Figure 1. Metal layers overlaid (run 1).
Two of the layers only.
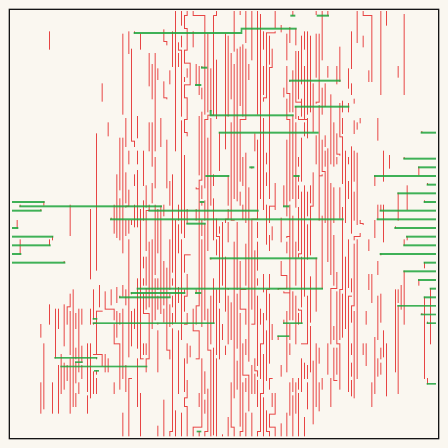
Figure 2. Met4 routing (run 1).
Supply wires on this layer in grey.
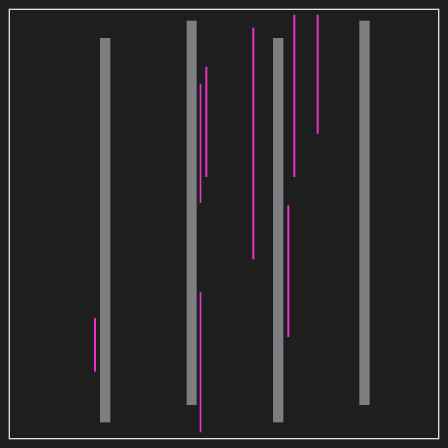
Figure 3. Layout detail (run 1).
Scale bar: 10 microns. Window x 19 to 49, y 19 to 49 microns. Cells in grey, sequential cells in the stronger grey; small squares are vias.
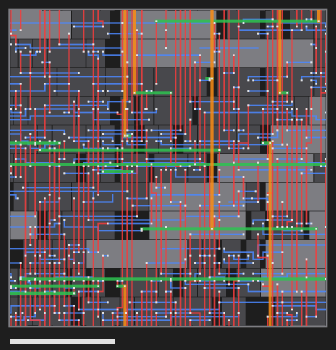
### src/rtl/tcp_tx_arbiter.sv
// tcp_tx_arbiter: shares the SiTCP TCP TX byte port between N_SRC packet
// sources. Grants rotate round-robin per packet, an optional 0xA0|id header
// byte precedes each packet, and packets cut short by a connection close are
// drained from their source and counted in drop_count.
module tcp_tx_arbiter #(
    parameter int N_SRC  = 4,
    parameter bit HDR_EN = 1'b1
) (
    input  logic               CLK,
    input  logic               RSTn,
    input  logic               tcp_open_ack,
    input  logic               tcp_tx_full,
    output logic               tcp_tx_wr,
    output logic [7:0]         tcp_tx_data,
    input  logic [N_SRC-1:0]   src_valid,
    input  logic [8*N_SRC-1:0] src_data,
    input  logic [N_SRC-1:0]   src_last,
    output logic [N_SRC-1:0]   src_ready,
    output logic [2:0]         grant_id,
    output logic               busy,
    output logic [15:0]        drop_count
);

    localparam logic [1:0] ST_IDLE   = 2'd0;
    localparam logic [1:0] ST_HEADER = 2'd1;
    localparam logic [1:0] ST_DATA   = 2'd2;
    localparam logic [1:0] ST_FLUSH  = 2'd3;

    logic [1:0]             state;
    logic [2:0]             rr_ptr;     // last granted source; search starts one above
    logic [N_SRC-1:0][7:0]  src_bytes;
    logic                   sel_valid;
    logic                   sel_last;
    logic [7:0]             sel_byte;
    logic [2:0]             pick;
    logic                   found;

    assign src_bytes = src_data;
    assign busy      = (state != ST_IDLE);

    // Route the granted source's handshake signals and drive its ready bit
    always_comb begin
        sel_valid = 1'b0;
        sel_last  = 1'b0;
        sel_byte  = '0;
        src_ready = '0;
        for (int i = 0; i < N_SRC; i++) begin
            if (grant_id == 3'(i)) begin
                sel_valid = src_valid[i];
                sel_last  = src_last[i];
                sel_byte  = src_bytes[i];
                if (state == ST_DATA)
                    src_ready[i] = tcp_open_ack & ~tcp_tx_full;
                else if (state == ST_FLUSH)
                    src_ready[i] = 1'b1;
            end
        end
    end

    // Round-robin search: first valid source above the last grant, with wrap
    always_comb begin
        pick  = '0;
        found = 1'b0;
        for (int k = 1; k <= N_SRC; k++) begin
            for (int i = 0; i < N_SRC; i++) begin
                if (!found && (i == (int'(rr_ptr) + k) % N_SRC) && src_valid[i]) begin
                    pick  = 3'(i);
                    found = 1'b1;
                end
            end
        end
    end

    // Packet FSM, registered TX strobe/byte and drop counter
    always_ff @(posedge CLK or negedge RSTn) begin
        if (!RSTn) begin
            state       <= ST_IDLE;
            rr_ptr      <= 3'(N_SRC - 1);
            grant_id    <= '0;
            tcp_tx_wr   <= 1'b0;
            tcp_tx_data <= '0;
            drop_count  <= '0;
        end else begin
            tcp_tx_wr <= 1'b0;
            case (state)
                ST_IDLE: begin
                    // Sources are held (not drained) while the link is down
                    if (tcp_open_ack && !tcp_tx_full && found) begin
                        grant_id <= pick;
                        rr_ptr   <= pick;
                        state    <= HDR_EN ? ST_HEADER : ST_DATA;
                    end
                end
                ST_HEADER: begin
                    if (!tcp_open_ack) begin
                        state <= ST_FLUSH;
                        if (drop_count != 16'hFFFF) drop_count <= drop_count + 16'd1;
                    end else if (!tcp_tx_full) begin
                        tcp_tx_wr   <= 1'b1;
                        tcp_tx_data <= 8'hA0 | {5'b0, grant_id};
                        state       <= ST_DATA;
                    end
                end
                ST_DATA: begin
                    // Connection loss wins over full/last; that cycle's byte is refused
                    if (!tcp_open_ack) begin
                        state <= ST_FLUSH;
                        if (drop_count != 16'hFFFF) drop_count <= drop_count + 16'd1;
                    end else if (sel_valid && !tcp_tx_full) begin
                        tcp_tx_wr   <= 1'b1;
                        tcp_tx_data <= sel_byte;
                        if (sel_last) state <= ST_IDLE;
                    end
                end
                default: begin
                    // FLUSH: swallow the rest of the truncated packet
                    if (sel_valid && sel_last) state <= ST_IDLE;
                end
            endcase
        end
    end

endmodule

### config.mk
export PLATFORM = sky130hd
export DESIGN_NAME = tcp_tx_arbiter
export DESIGN_NICKNAME = d
export VERILOG_FILES = /design/src/rtl/tcp_tx_arbiter.sv
export SDC_FILE = /design/constraint.sdc
export NUM_CORES = 1
export LEC_CHECK = 0
export ABC_AREA = 1
export CORE_UTILIZATION = 48
export CTS_CLUSTER_DIAMETER = 200
export DETAILED_ROUTE_END_ITERATION = 7
export PLACE_DENSITY = 0.95
export SLEW_MARGIN = 0
export SYNTH_ARGS = -nofsm -noshare
export SYNTH_HDL_FRONTEND = slang
export SYNTH_SLANG_ARGS = --single-unit
### constraint.sdc
create_clock -name CLK -period 3.3 [get_ports CLK]
set_input_delay 0.495 -clock CLK [delete_from_list [all_inputs] [get_ports CLK]]
set_output_delay 0.495 -clock CLK [all_outputs]
set_load 0.01 [all_outputs]
==> Changelog: implementation, run 1 <==
### Metrics

* RSZ-0062 raised after global routing: no
* Synth Area per Inst at 7.78 sq um
* Top logic family: simple AND/OR/NAND/NOR gates
* Crit path launch: tcp_open_ack
* Critical path's slowest cell: clkdlybuf4s50_1
* Worst min path class: flop to flop
* GP Congestion at 0.895
* Combinational Power Share at 0.568
* GR Util met3 at 0.0557
* Design Power at 2300 uW
* Full die area at 0.00451 sq mm
* Largest class: multi-input combinational cells
* DP Area at 0.00283 sq mm
* Routed vias/inst at 5.47
* Max Buffers Root-to-Sink at 2
* Status: finished clean
* PortBufs at 75
* Adder-cell share of the synthesized area at 0.0307
* Post-Layout Inst Area at 0.00293 sq mm
* Register share of total power at 0.289
* First-pass GRT wire length at 9580 microns
* WS Path Type: input pin to primary output
* Wire per inst at 15.5 microns
* Worst Max-Slew Pin Slew at 643 ps
* Clock buffer count from CTS at 5
* Final core occ at 0.727
* Init Core Util at 0.506
* Max IR drop VDD at 0.000340 V
* Clk pwr share at 0.143
* Seq share, synth at 0.382
* Total congestion overflow at 0
* Setup violations, final at 0
* Seq/total area at 0.266
* Logic Gate Count at 201
* Non-filler cells in the finished layout at 391
* Synth Instances at 262
* Well Taps at 50
* Antenna violations before repair at 0
* Met2 WL at 3040 microns
* Worst hold path startpoint: drop_count[15]
* # diodes at 0
* Post-synth EDFFs at 0
* Die height at 67.2 microns
* Number of non-clock inverters in the layout at 25
* CTS tree: built
* Time the worst path needs with I/O delays and setup at 2880 ps
* # clk buffers at 8
* Die W at 67.2 microns
* Max-cap check violation count at 0
* # Cells Yosys at 262
* Core area at 0.00403 sq mm
* Logic area at 0.00114 sq mm
* Biggest consumer: combinational logic
* CTS Root Cell: clkbuf_8
* Cells after DPL at 383
* Clk ins delay skew pair at 290 ps
* Post-synth area from yosys stat at 0.00204 sq mm
* Hold slack at 513 ps
* PD cells at 786 mW/mm^2
* Mapped Nets at 311
* GR Util met2 at 0.480
* Iter 0 DRT Violations at 161
* Num ports at 77
* DRT Pass-1 Iters at 4
* Relative max-transition margin at 0.570
* Switching Fraction at 0.444
* Final slew viol count at 0
* Largest area contributor in the synthesized netlist: dfrtp_1
* DP HPWL at 4440 microns
* Top cells by area, synth: dfrtp_1 (36%), nand2_1 (9.8%), nor2_1 (7.2%)
* Crit path to: src_ready[3]
* Mux share at 0.00552
* Area share, top type at 0.356
* Vias in the first global route at 2061
* WP data arrival at 2380 ps
* Flops at 31
* Buffer share of cell area at 0.259
* Yosys xor share at 0.0644
* Layout net count at 389
* Post-cts hold buffer count at 0
* Clk tree area frac at 0.0342
* Met1 WL at 2470 microns
* Clock transition at path regs at 60 ps
* Synth Register Bits at 31
* GR peak layer: met2
* CP startpoint kind: input pin
* Worst Setup End Kind: primary output
* PostCTS Resize Cnt at 0
* Max FFs per register at 16
* Yosys warns at 0
* Final setup margin at 423 ps
* Comb/total area at 0.388
* Synthesis-to-finish area growth at 43.6%
* Filler cell count at 280
* Simple Share, Synth at 0.332
* AO/OA Area Share at 0.123
* Worst Hold Depth at 1
* Unique cell types at 40
* Fin Clk Skew at 5.22 ps
* Dominant logic cell type in the layout: clkdlybuf4s50_1
* Sequential cell power at 666 uW
* Reg with most FFs: drop_count
* R2R Setup Slk at 720 ps
* Fin. Hold Viols at 0
* TritonCTS Sinks at 31
* Dpl ws at 516 ps
* Leakage power at 0.00129 uW
* Most frequent cells in the layout: clkdlybuf4s50_1 (75), nand2_1 (53), nor2_1 (39)
* H-tree Lvls at 2
* Synth top cells by count: nand2_1 (53), nor2_1 (39), dfrtp_1 (29), inv_1 (22), a21oi_1 (14)
## Picture notes: Figure 1
| colour | layer | wire length |
|---|---|---|
| green | metal 3 | 386 microns |
| red | metal 2 | 3040 microns |
via count: 2139
GR Util All Layers: 0.290

## Picture notes: Figure 2
nets with wire on the layer: 8
longest straight run: 36.0 microns
main direction: vertical
share of all routed wire: 2.7%
final WL: 6060 microns

## Picture notes: Figure 3
| colour | layer |
|---|---|
| blue | metal 1 |
| green | metal 3 |
| red | metal 2 |
| orange | metal 4 |
most frequent: nand2_1 (22), dfrtp_1 (11), clkdlybuf4s50_1 (9)
cells with their middle in the window: 95
netlist names of flops here include: `tcp_tx_data` (5), `drop_count` (2), `grant_id` (2)
sequential cells in the window: 12

## Run 2: what changed since run 1
--- a/config.mk
+++ b/config.mk
@@ -9,6 +9,7 @@
 export CORE_UTILIZATION = 48
 export CTS_CLUSTER_DIAMETER = 200
 export DETAILED_ROUTE_END_ITERATION = 7
+export GPL_TIMING_DRIVEN = 0
 export PLACE_DENSITY = 0.95
 export SLEW_MARGIN = 0
 export SYNTH_ARGS = -nofsm -noshare
Figure 4. Met1 routing (run 2).
Supply wires on this layer in grey.
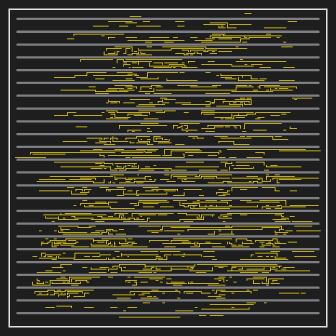
share of all routed wire: 40%
nets with wire on the layer: 337
main direction: horizontal
longest straight run: 17.9 microns
wire length on this layer: 2400 microns
via count: 2207
met1 GRT Util: 0.336

==> run 2 against run 1 <==
Effect of this change:
- first-iteration DRC count decreased by 19%
- cell count increased by 0.77%
- clock power is 12% lower
- die area stayed put
- synthesized area is the same
- routed wire length is 1.7% lower
- sequential cell count unchanged
- core utilization fell by 0.25 points
- via count up 3.2%
- sequential power is 1% lower
==> Changelog: implementation, run 2 <==
### Metrics

* Synth Instances at 262 (unchanged)
* Setup violations, final at 0 (unchanged)
* Combinational Power Share at 0.582 (+0.014)
* Crit path launch: state[0]
* Synth Register Bits at 31 (unchanged)
* Largest class: multi-input combinational cells
* Full die area at 0.00451 sq mm (unchanged)
* Met1 WL at 2400 microns (-3.0%)
* TritonCTS Sinks at 31 (unchanged)
* Reg with most FFs: drop_count
* GR Util All Layers at 0.276 (-0.0141)
* Top logic family: simple AND/OR/NAND/NOR gates
* Clock transition at path regs at 60 ps (about the same)
* GR Util met2 at 0.478 (-0.00250)
* Logic area at 0.00114 sq mm (unchanged)
* Layout net count at 392 (+0.77%)
* Max FFs per register at 16 (unchanged)
* Relative max-transition margin at 0.551 (-0.0187)
* Post-Layout Inst Area at 0.00292 sq mm (-0.34%)
* DP Area at 0.00284 sq mm (+0.49%)
* Unique cell types at 40 (unchanged)
* GR peak layer: met2
* Met2 WL at 3070 microns (+0.96%)
* Wire per inst at 15.1 microns (-2.4%)
* Post-synth area from yosys stat at 0.00204 sq mm (unchanged)
* Dpl ws at 454 ps (-61.7 ps)
* Routed vias/inst at 5.60 (+2.4%)
* Yosys warns at 0 (unchanged)
* Buffer share of cell area at 0.263 (+0.00389)
* H-tree Lvls at 2 (unchanged)
* Filler cell count at 300 (+7.1%)
* Sequential cell power at 657 uW (-1%)
* Num ports at 77 (unchanged)
* Total congestion overflow at 0 (unchanged)
* # Cells Yosys at 262 (unchanged)
* Largest area contributor in the synthesized netlist: dfrtp_1
* Delay-heaviest family, CP: buffers and inverters
* Area share, top type at 0.356 (unchanged)
* Clk tree area frac at 0.0279 (-0.00631)
* Final slew viol count at 0 (unchanged)
* Die height at 67.2 microns (unchanged)
* Time the worst path needs with I/O delays and setup at 3040 ps (+161 ps)
* Max Buffers Root-to-Sink at 2 (unchanged)
* First-pass GRT wire length at 9290 microns (-3.1%)
* Simple Share, Synth at 0.332 (unchanged)
* Number of non-clock inverters in the layout at 25 (unchanged)
* Max-cap check violation count at 0 (unchanged)
* DRT Pass-1 Iters at 4 (unchanged)
* Worst Setup End Kind: primary output
* GP Congestion at 0.908 (+1.5%)
* DP HPWL at 4380 microns (-1.3%)
* Leakage power at 0.00129 uW (about the same)
* Seq/total area at 0.267 (+0.000911)
* Most frequent cells in the layout: clkdlybuf4s50_1 (73), nand2_1 (53), nor2_1 (39)
* Fin Clk Skew at 4.19 ps (-1.03 ps)
* Post-cts hold buffer count at 0 (unchanged)
* PD cells at 776 mW/mm^2 (-1.2%)
* Clk pwr share at 0.128 (-0.015)
* Synth top cells by count: nand2_1 (53), nor2_1 (39), dfrtp_1 (29), inv_1 (22), a21oi_1 (14)
* # diodes at 0 (unchanged)
* Final WL at 5960 microns (-1.7%)
* Max IR drop VDD at 0.000411 V (+21%)
* Adder-cell share of the synthesized area at 0.0307 (unchanged)
* Clock buffer count from CTS at 5 (unchanged)
* Biggest consumer: combinational logic
* Mapped Nets at 311 (unchanged)
* Synth Area per Inst at 7.78 sq um (unchanged)
* Seq share, synth at 0.382 (unchanged)
* Vias in the first global route at 2098 (+1.8%)
* # clk buffers at 7 (-1)
* Register share of total power at 0.290 (about the same)
* Hold slack at 244 ps (-269 ps)
* R2R Setup Slk at 870 ps (+150 ps)
* Design Power at 2270 uW (-1.6%)
* Comb/total area at 0.389 (+0.00133)
* Die W at 67.2 microns (unchanged)
* Fin. Hold Viols at 0 (unchanged)
* Post-synth EDFFs at 0 (unchanged)
* WS Path Type: flop to primary output
* RSZ-0062 raised after global routing: no
* Synthesis-to-finish area growth at 43.1%
* Mux share at 0.00552 (unchanged)
* Init Core Util at 0.506 (unchanged)
* AO/OA Area Share at 0.123 (unchanged)
* WP data arrival at 2540 ps (+160 ps)
* Iter 0 DRT Violations at 131 (-19%)
* Core area at 0.00403 sq mm (unchanged)
* CTS tree: built
* Cell depth of the worst setup path at 6
* Top cells by area, synth: dfrtp_1 (36%), nand2_1 (9.8%), nor2_1 (7.2%)
* Dominant logic cell type in the layout: clkdlybuf4s50_1
* Status: finished clean
* Logic Gate Count at 201 (unchanged)
* Clk ins delay skew pair at 280 ps (about the same)
* Yosys xor share at 0.0644 (unchanged)
* Critical path's slowest cell: clkdlybuf4s50_1
* Final core occ at 0.725 (-0.00248)
* Crit path to: src_ready[3]
* GR Util met3 at 0.0541 (-0.00169)
* Non-filler cells in the finished layout at 394 (+0.77%)
* Cells after DPL at 386 (+0.78%)
Figure 5. Layout detail (run 2).
Scale bar: 10 microns. Window x 19 to 49, y 19 to 49 microns. Cells in grey, sequential cells in the stronger grey; small squares are vias.
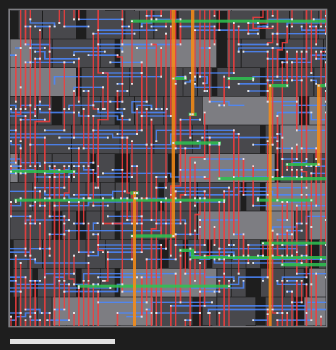
| colour | layer |
|---|---|
| red | metal 2 |
| orange | metal 4 |
| green | metal 3 |
| blue | metal 1 |
most frequent: nand2_1 (15), inv_1 (12), nor2_1 (10)
cells with their middle in the window: 101
sequential cells in the window: 8
netlist names of flops here include: `tcp_tx_data` (3)

Power and IR drop assume default switching activity.
